Fig. 1: clock distribution
(2 px per um)
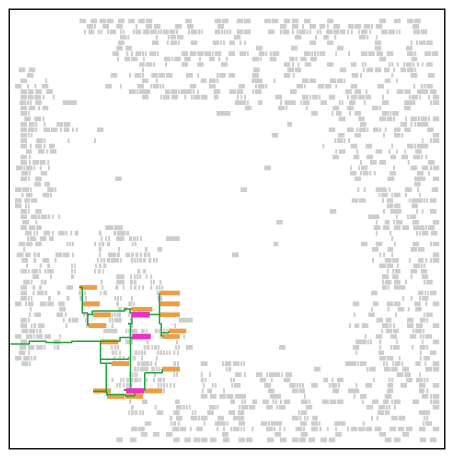
Fig. 2: floorplan with the power grid
(1.5 px per um) Pins as bars on the die edge.
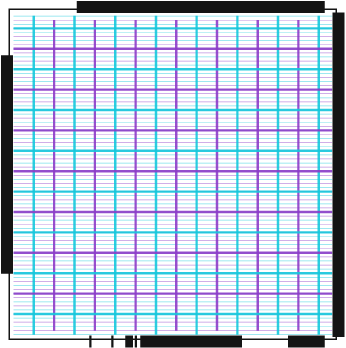
Fig. 3: congestion heat map
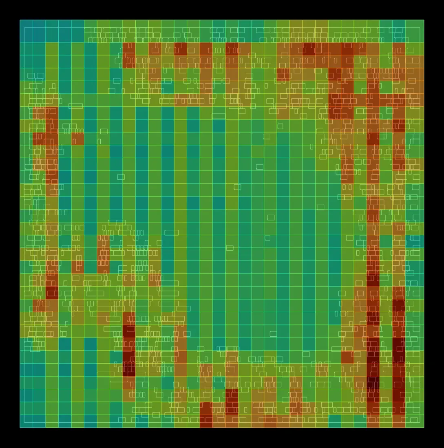
Fig. 4: cell classes on the final placement
(2 px per um) Fill, decap, tap and diode cells in grey.
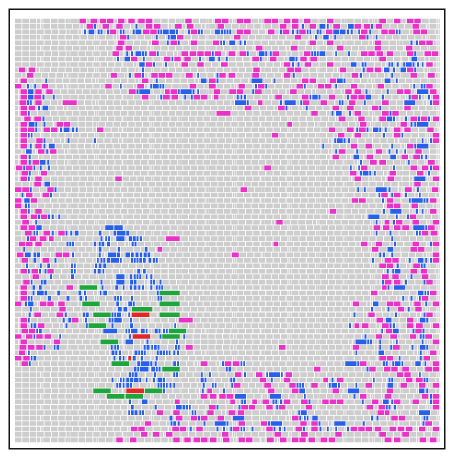
## config.mk

```make
export PLATFORM = sky130hd
export DESIGN_NAME = anb_wr_arbiter_m_flat
export DESIGN_NICKNAME = d
export VERILOG_FILES = /design/src/rtl/anb_wr_arbiter_m_if.sv /design/src/rtl/anb_wr_arbiter_m.sv /design/src/flat_wrapper.sv
export SDC_FILE = /design/constraint.sdc
export NUM_CORES = 1
export LEC_CHECK = 0
export ABC_AREA = 1
export CORE_AREA = 2 2 215 217
export DETAILED_ROUTE_END_ITERATION = 10
export DIE_AREA = 0 0 217 219
export PLACE_DENSITY = 0.39
export SLEW_MARGIN = 5
export SYNTH_ARGS = -nofsm -noshare
export SYNTH_HDL_FRONTEND = slang
export SYNTH_SLANG_ARGS = --single-unit
```

## constraint.sdc

```tcl
create_clock -name clk -period 4.33 [get_ports clk]
set_input_delay 0.6495 -clock clk [delete_from_list [all_inputs] [get_ports clk]]
set_output_delay 0.6495 -clock clk [all_outputs]
set_load 0.005 [all_outputs]
```

## src/rtl/anb_wr_arbiter_m_if.sv

```systemverilog
// ANB write-path bundle: N requester ports on the m_ side,
// one shared address+data path on the s_ side.
interface anb_wr_arbiter_m_if #(
  parameter int N      = 4,
  parameter int ADDR_W = 32,
  parameter int LEN_W  = 8,
  parameter int DATA_W = 64
);
  logic [N-1:0]        m_avalid;
  logic [N-1:0]        m_aready;
  logic [N*ADDR_W-1:0] m_addr;
  logic [N*LEN_W-1:0]  m_len;
  logic [N-1:0]        m_valid;
  logic [N-1:0]        m_ready;
  logic [N*DATA_W-1:0] m_data;
  logic [N-1:0]        m_last;

  logic              s_avalid;
  logic              s_aready;
  logic [ADDR_W-1:0] s_addr;
  logic [LEN_W-1:0]  s_len;
  logic              s_valid;
  logic              s_ready;
  logic [DATA_W-1:0] s_data;
  logic              s_last;

  modport master (
    input  m_avalid, m_addr, m_len,
    input  m_valid, m_data, m_last,
    input  s_aready, s_ready,
    output m_aready, m_ready,
    output s_avalid, s_addr, s_len,
    output s_valid, s_data, s_last
  );

  modport slave (
    output m_avalid, m_addr, m_len,
    output m_valid, m_data, m_last,
    output s_aready, s_ready,
    input  m_aready, m_ready,
    input  s_avalid, s_addr, s_len,
    input  s_valid, s_data, s_last
  );
endinterface

```

## src/rtl/anb_wr_arbiter_m.sv

```systemverilog
// Round-robin arbiter sharing one ANB write path among N
// requesters; one burst in flight, re-arbitrated after last beat.
module anb_wr_arbiter_m #(
  parameter int N      = 4,
  parameter int ADDR_W = 32,
  parameter int LEN_W  = 8,
  parameter int DATA_W = 64
) (
  input  logic         clk,
  input  logic         rst,
  anb_wr_arbiter_m_if.master bus,
  output logic [N-1:0] gnt,
  output logic         err
);

  localparam int PW = (N > 1) ? $clog2(N) : 1;
  localparam logic [N-1:0] ONE = N'(1);

  typedef enum logic [1:0] {
    IDLE,
    ADDR,
    DATA
  } state_e;

  state_e            state_q, state_d;
  logic [N-1:0]      gnt_q, gnt_d;
  logic [LEN_W-1:0]  cnt_q, cnt_d;
  logic [PW-1:0]     rr_q, rr_d;
  logic              err_q, err_d;

  logic [PW-1:0]     gidx;
  logic [PW-1:0]     idx;
  logic [N-1:0]      pick;
  logic              av_g;
  logic              v_g;
  logic              last_g;
  logic [ADDR_W-1:0] addr_g;
  logic [LEN_W-1:0]  len_g;
  logic [DATA_W-1:0] data_g;
  logic              cnt_z;

  function automatic logic [PW-1:0] wrap(
    input logic [PW-1:0] base,
    input int unsigned   k
  );
    logic [PW:0] s;
    s = {1'b0, base} + (PW+1)'(k);
    if (s >= (PW+1)'(N)) s = s - (PW+1)'(N);
    return s[PW-1:0];
  endfunction

  // one-hot grant drives an OR-mux; no index arithmetic on buses
  always_comb begin
    gidx   = '0;
    addr_g = '0;
    len_g  = '0;
    data_g = '0;
    for (int i = 0; i < N; i++) begin
      if (gnt_q[i]) begin
        gidx   = PW'(i);
        addr_g = addr_g | bus.m_addr[i*ADDR_W +: ADDR_W];
        len_g  = len_g  | bus.m_len[i*LEN_W +: LEN_W];
        data_g = data_g | bus.m_data[i*DATA_W +: DATA_W];
      end
    end
  end

  assign av_g   = |(bus.m_avalid & gnt_q);
  assign v_g    = |(bus.m_valid & gnt_q);
  assign last_g = |(bus.m_last & gnt_q);
  assign cnt_z  = (cnt_q == '0);

  // lowest index at or above rr_q wins, wrapping at N
  always_comb begin
    pick = '0;
    idx  = '0;
    for (int k = N-1; k >= 0; k--) begin
      idx = wrap(rr_q, k);
      if (bus.m_avalid[idx]) pick = ONE << idx;
    end
  end

  always_comb begin
    state_d = state_q;
    gnt_d   = gnt_q;
    cnt_d   = cnt_q;
    rr_d    = rr_q;
    err_d   = 1'b0;

    bus.m_aready = '0;
    bus.m_ready  = '0;
    bus.s_avalid = 1'b0;
    bus.s_addr   = '0;
    bus.s_len    = '0;
    bus.s_valid  = 1'b0;
    bus.s_data   = '0;
    bus.s_last   = 1'b0;

    unique case (state_q)
      IDLE: begin
        if (|bus.m_avalid) begin
          gnt_d   = pick;
          state_d = ADDR;
        end
      end
      ADDR: begin
        bus.s_avalid = av_g;
        bus.s_addr   = addr_g;
        bus.s_len    = len_g;
        bus.m_aready = gnt_q & {N{bus.s_aready}};
        if (av_g && bus.s_aready) begin
          cnt_d   = len_g;
          state_d = DATA;
        end
      end
      DATA: begin
        bus.s_valid = v_g;
        bus.s_data  = data_g;
        bus.s_last  = cnt_z;
        bus.m_ready = gnt_q & {N{bus.s_ready}};
        if (v_g && bus.s_ready) begin
          err_d = (last_g != cnt_z);
          if (cnt_z) begin
            rr_d    = wrap(gidx, 1);
            gnt_d   = '0;
            state_d = IDLE;
          end else begin
            cnt_d = cnt_q - LEN_W'(1);
          end
        end
      end
      default: begin
        gnt_d   = '0;
        state_d = IDLE;
      end
    endcase
  end

  always_ff @(posedge clk or negedge rst) begin
    if (!rst) begin
      state_q <= IDLE;
      gnt_q   <= '0;
      cnt_q   <= '0;
      rr_q    <= '0;
      err_q   <= 1'b0;
    end else begin
      state_q <= state_d;
      gnt_q   <= gnt_d;
      cnt_q   <= cnt_d;
      rr_q    <= rr_d;
      err_q   <= err_d;
    end
  end

  assign gnt = gnt_q;
  assign err = err_q;

endmodule

```

## src/flat_wrapper.sv

```systemverilog
// flat-port wrapper written by rule: the top's interface ports become plain ports
module anb_wr_arbiter_m_flat 
#(
  parameter int N      = 4,
  parameter int ADDR_W = 32,
  parameter int LEN_W  = 8,
  parameter int DATA_W = 64
)
  (clk, rst, gnt, err, bus_m_avalid, bus_m_addr, bus_m_len, bus_m_valid, bus_m_data, bus_m_last, bus_s_aready, bus_s_ready, bus_m_aready, bus_m_ready, bus_s_avalid, bus_s_addr, bus_s_len, bus_s_valid, bus_s_data, bus_s_last);
  anb_wr_arbiter_m_if #(.N(N), .ADDR_W(ADDR_W), .LEN_W(LEN_W), .DATA_W(DATA_W)) bus_i ();
  input  logic clk;
  input  logic rst;
  output logic [N-1:0] gnt;
  output logic err;
  input wire logic [$bits(bus_i.m_avalid)-1:0] bus_m_avalid;
  input wire logic [$bits(bus_i.m_addr)-1:0] bus_m_addr;
  input wire logic [$bits(bus_i.m_len)-1:0] bus_m_len;
  input wire logic [$bits(bus_i.m_valid)-1:0] bus_m_valid;
  input wire logic [$bits(bus_i.m_data)-1:0] bus_m_data;
  input wire logic [$bits(bus_i.m_last)-1:0] bus_m_last;
  input wire logic [$bits(bus_i.s_aready)-1:0] bus_s_aready;
  input wire logic [$bits(bus_i.s_ready)-1:0] bus_s_ready;
  output wire logic [$bits(bus_i.m_aready)-1:0] bus_m_aready;
  output wire logic [$bits(bus_i.m_ready)-1:0] bus_m_ready;
  output wire logic [$bits(bus_i.s_avalid)-1:0] bus_s_avalid;
  output wire logic [$bits(bus_i.s_addr)-1:0] bus_s_addr;
  output wire logic [$bits(bus_i.s_len)-1:0] bus_s_len;
  output wire logic [$bits(bus_i.s_valid)-1:0] bus_s_valid;
  output wire logic [$bits(bus_i.s_data)-1:0] bus_s_data;
  output wire logic [$bits(bus_i.s_last)-1:0] bus_s_last;
  assign bus_i.m_avalid = bus_m_avalid;
  assign bus_i.m_addr = bus_m_addr;
  assign bus_i.m_len = bus_m_len;
  assign bus_i.m_valid = bus_m_valid;
  assign bus_i.m_data = bus_m_data;
  assign bus_i.m_last = bus_m_last;
  assign bus_i.s_aready = bus_s_aready;
  assign bus_i.s_ready = bus_s_ready;
  assign bus_m_aready = bus_i.m_aready;
  assign bus_m_ready = bus_i.m_ready;
  assign bus_s_avalid = bus_i.s_avalid;
  assign bus_s_addr = bus_i.s_addr;
  assign bus_s_len = bus_i.s_len;
  assign bus_s_valid = bus_i.s_valid;
  assign bus_s_data = bus_i.s_data;
  assign bus_s_last = bus_i.s_last;
  anb_wr_arbiter_m #(.N(N), .ADDR_W(ADDR_W), .LEN_W(LEN_W), .DATA_W(DATA_W)) u_core (.clk(clk), .rst(rst), .bus(bus_i), .gnt(gnt), .err(err));
endmodule
```

==> results.sh <==
# flow metrics
export IMPL_status="finished clean"
export IMPL_postSynthSeqShare_pct=9.23
export IMPL_synth_largest_area_cell="nand2_1"
export IMPL_largest_non_sequential_cell_family_by_area="simple AND/OR/NAND/NOR gates"
export IMPL_critical_path_slowest_cell="clkdlybuf4s50_1"
export IMPL_final_layout_top_logic_cell="clkdlybuf4s50_1"
export IMPL_synth_cellmix_adderShare_pct=2.71
export IMPL_hold_ws_ps=483
export IMPL_met3_wirelength_mm=2.78
export IMPL_gp_congestion=0.860
export IMPL_drc=0
export IMPL_post_synth_and_or_nand_nor_area_fraction_pct=50.4
export IMPL_min_path_cells=2
export IMPL_post_cts_buffers=0
export IMPL_floorplan_die_height_um=219
export IMPL_synth_warnings=0
export IMPL_n_tap_cell=600
export IMPL_totalPowerFinal_mw=0.768
export IMPL_critical_path_cell_by_cell="inv_2 > nor2_8 > inv_2 > buf_12 > a41oi_1 > clkdlybuf4s50_1"
export IMPL_grt_setup_unrepaired="no"
export IMPL_ys_flops=17
export IMPL_uppermost_signal_routing_layer_after_detailed_routing="met5"
export IMPL_die_width_um=217
export IMPL_nNetsFinal=1808
export IMPL_layout_min_cycle_time_ps=3220
export IMPL_drive_gt1_share_pct=5.13
export IMPL_mux_area_share_pct=0
export IMPL_netlist_instances=851
export IMPL_sh_seq_area_pct=4.06
export IMPL_post_synth_top_area_fraction_pct=41.3
export IMPL_top_area_cell_class="buffers"
export IMPL_timing_max_transition_violations_final=0
export IMPL_holdCritPathClass="reg2reg"
export IMPL_combAreaFraction_pct=34.1
export IMPL_htreeDepth=1
export IMPL_area_growth_pct=135
export IMPL_grt_pass1_wl_mm=53.4
export IMPL_registers=17
export IMPL_grt_antenna_before_repair=2
export IMPL_drv_cap=0
export IMPL_timing_critical_path_buf_inv=4
export IMPL_chip_area_mm2=0.0475
export IMPL_cts_hold_buffers_added=0
export IMPL_setup_reg_to_reg_worst_slack_ps=1900
export IMPL_rr_endpoint="u_core.cnt_q[4]"
export IMPL_nClkBuffers=3
export IMPL_cellInternalPower_mw=0.623
export IMPL_fp_util_pct=10.2
export IMPL_min_from="u_core.cnt_q[0]"
export IMPL_power_net_switching_mw=0.145
export IMPL_tightest_slew_ps=872
export IMPL_p_comb_share_pct=54.6
export IMPL_layout_cells_non_filler=1966
export IMPL_worst_endpoint_required_ps=3680
export IMPL_dpl_hpwl_mm=31.6
export IMPL_dpl_worst_slack_ps=1330
export IMPL_fp_row_count=78
export IMPL_detailroute_via_count=7910
export IMPL_post_place_cells=1961
export IMPL_max_flop_register="u_core.cnt_q"
export IMPL_grt_util_met1_pct=18.9
export IMPL_dr_pass1_iters=5
export IMPL_met2WireLength_mm=19.0
About Fig. 1:
- orange: flip-flops (count 17)
- magenta: clock drivers (count 3)
- green: clock wires (length 301 um)
- routed clock nets: 4

About Fig. 2:
- purple: VDD
- cyan: VSS
- met1 rails: 79
- signal pins: 552
- met4 straps: 15
- rows: 78
- met5 straps: 15

About Fig. 3:
peak-usage layer in the global routing report: met2
routed wirelength normalized by instance count: 19.8 um

About Fig. 4:
- blue: combinational and other logic (cells 773; share of their area 38%)
- green: sequential cells (cells 17; share of their area 4.4%)
- magenta: remaining buffers and delay cells (cells 571; share of their area 57%)
- red: clock drivers and dummy loads (cells 4; share of their area 0.79%)

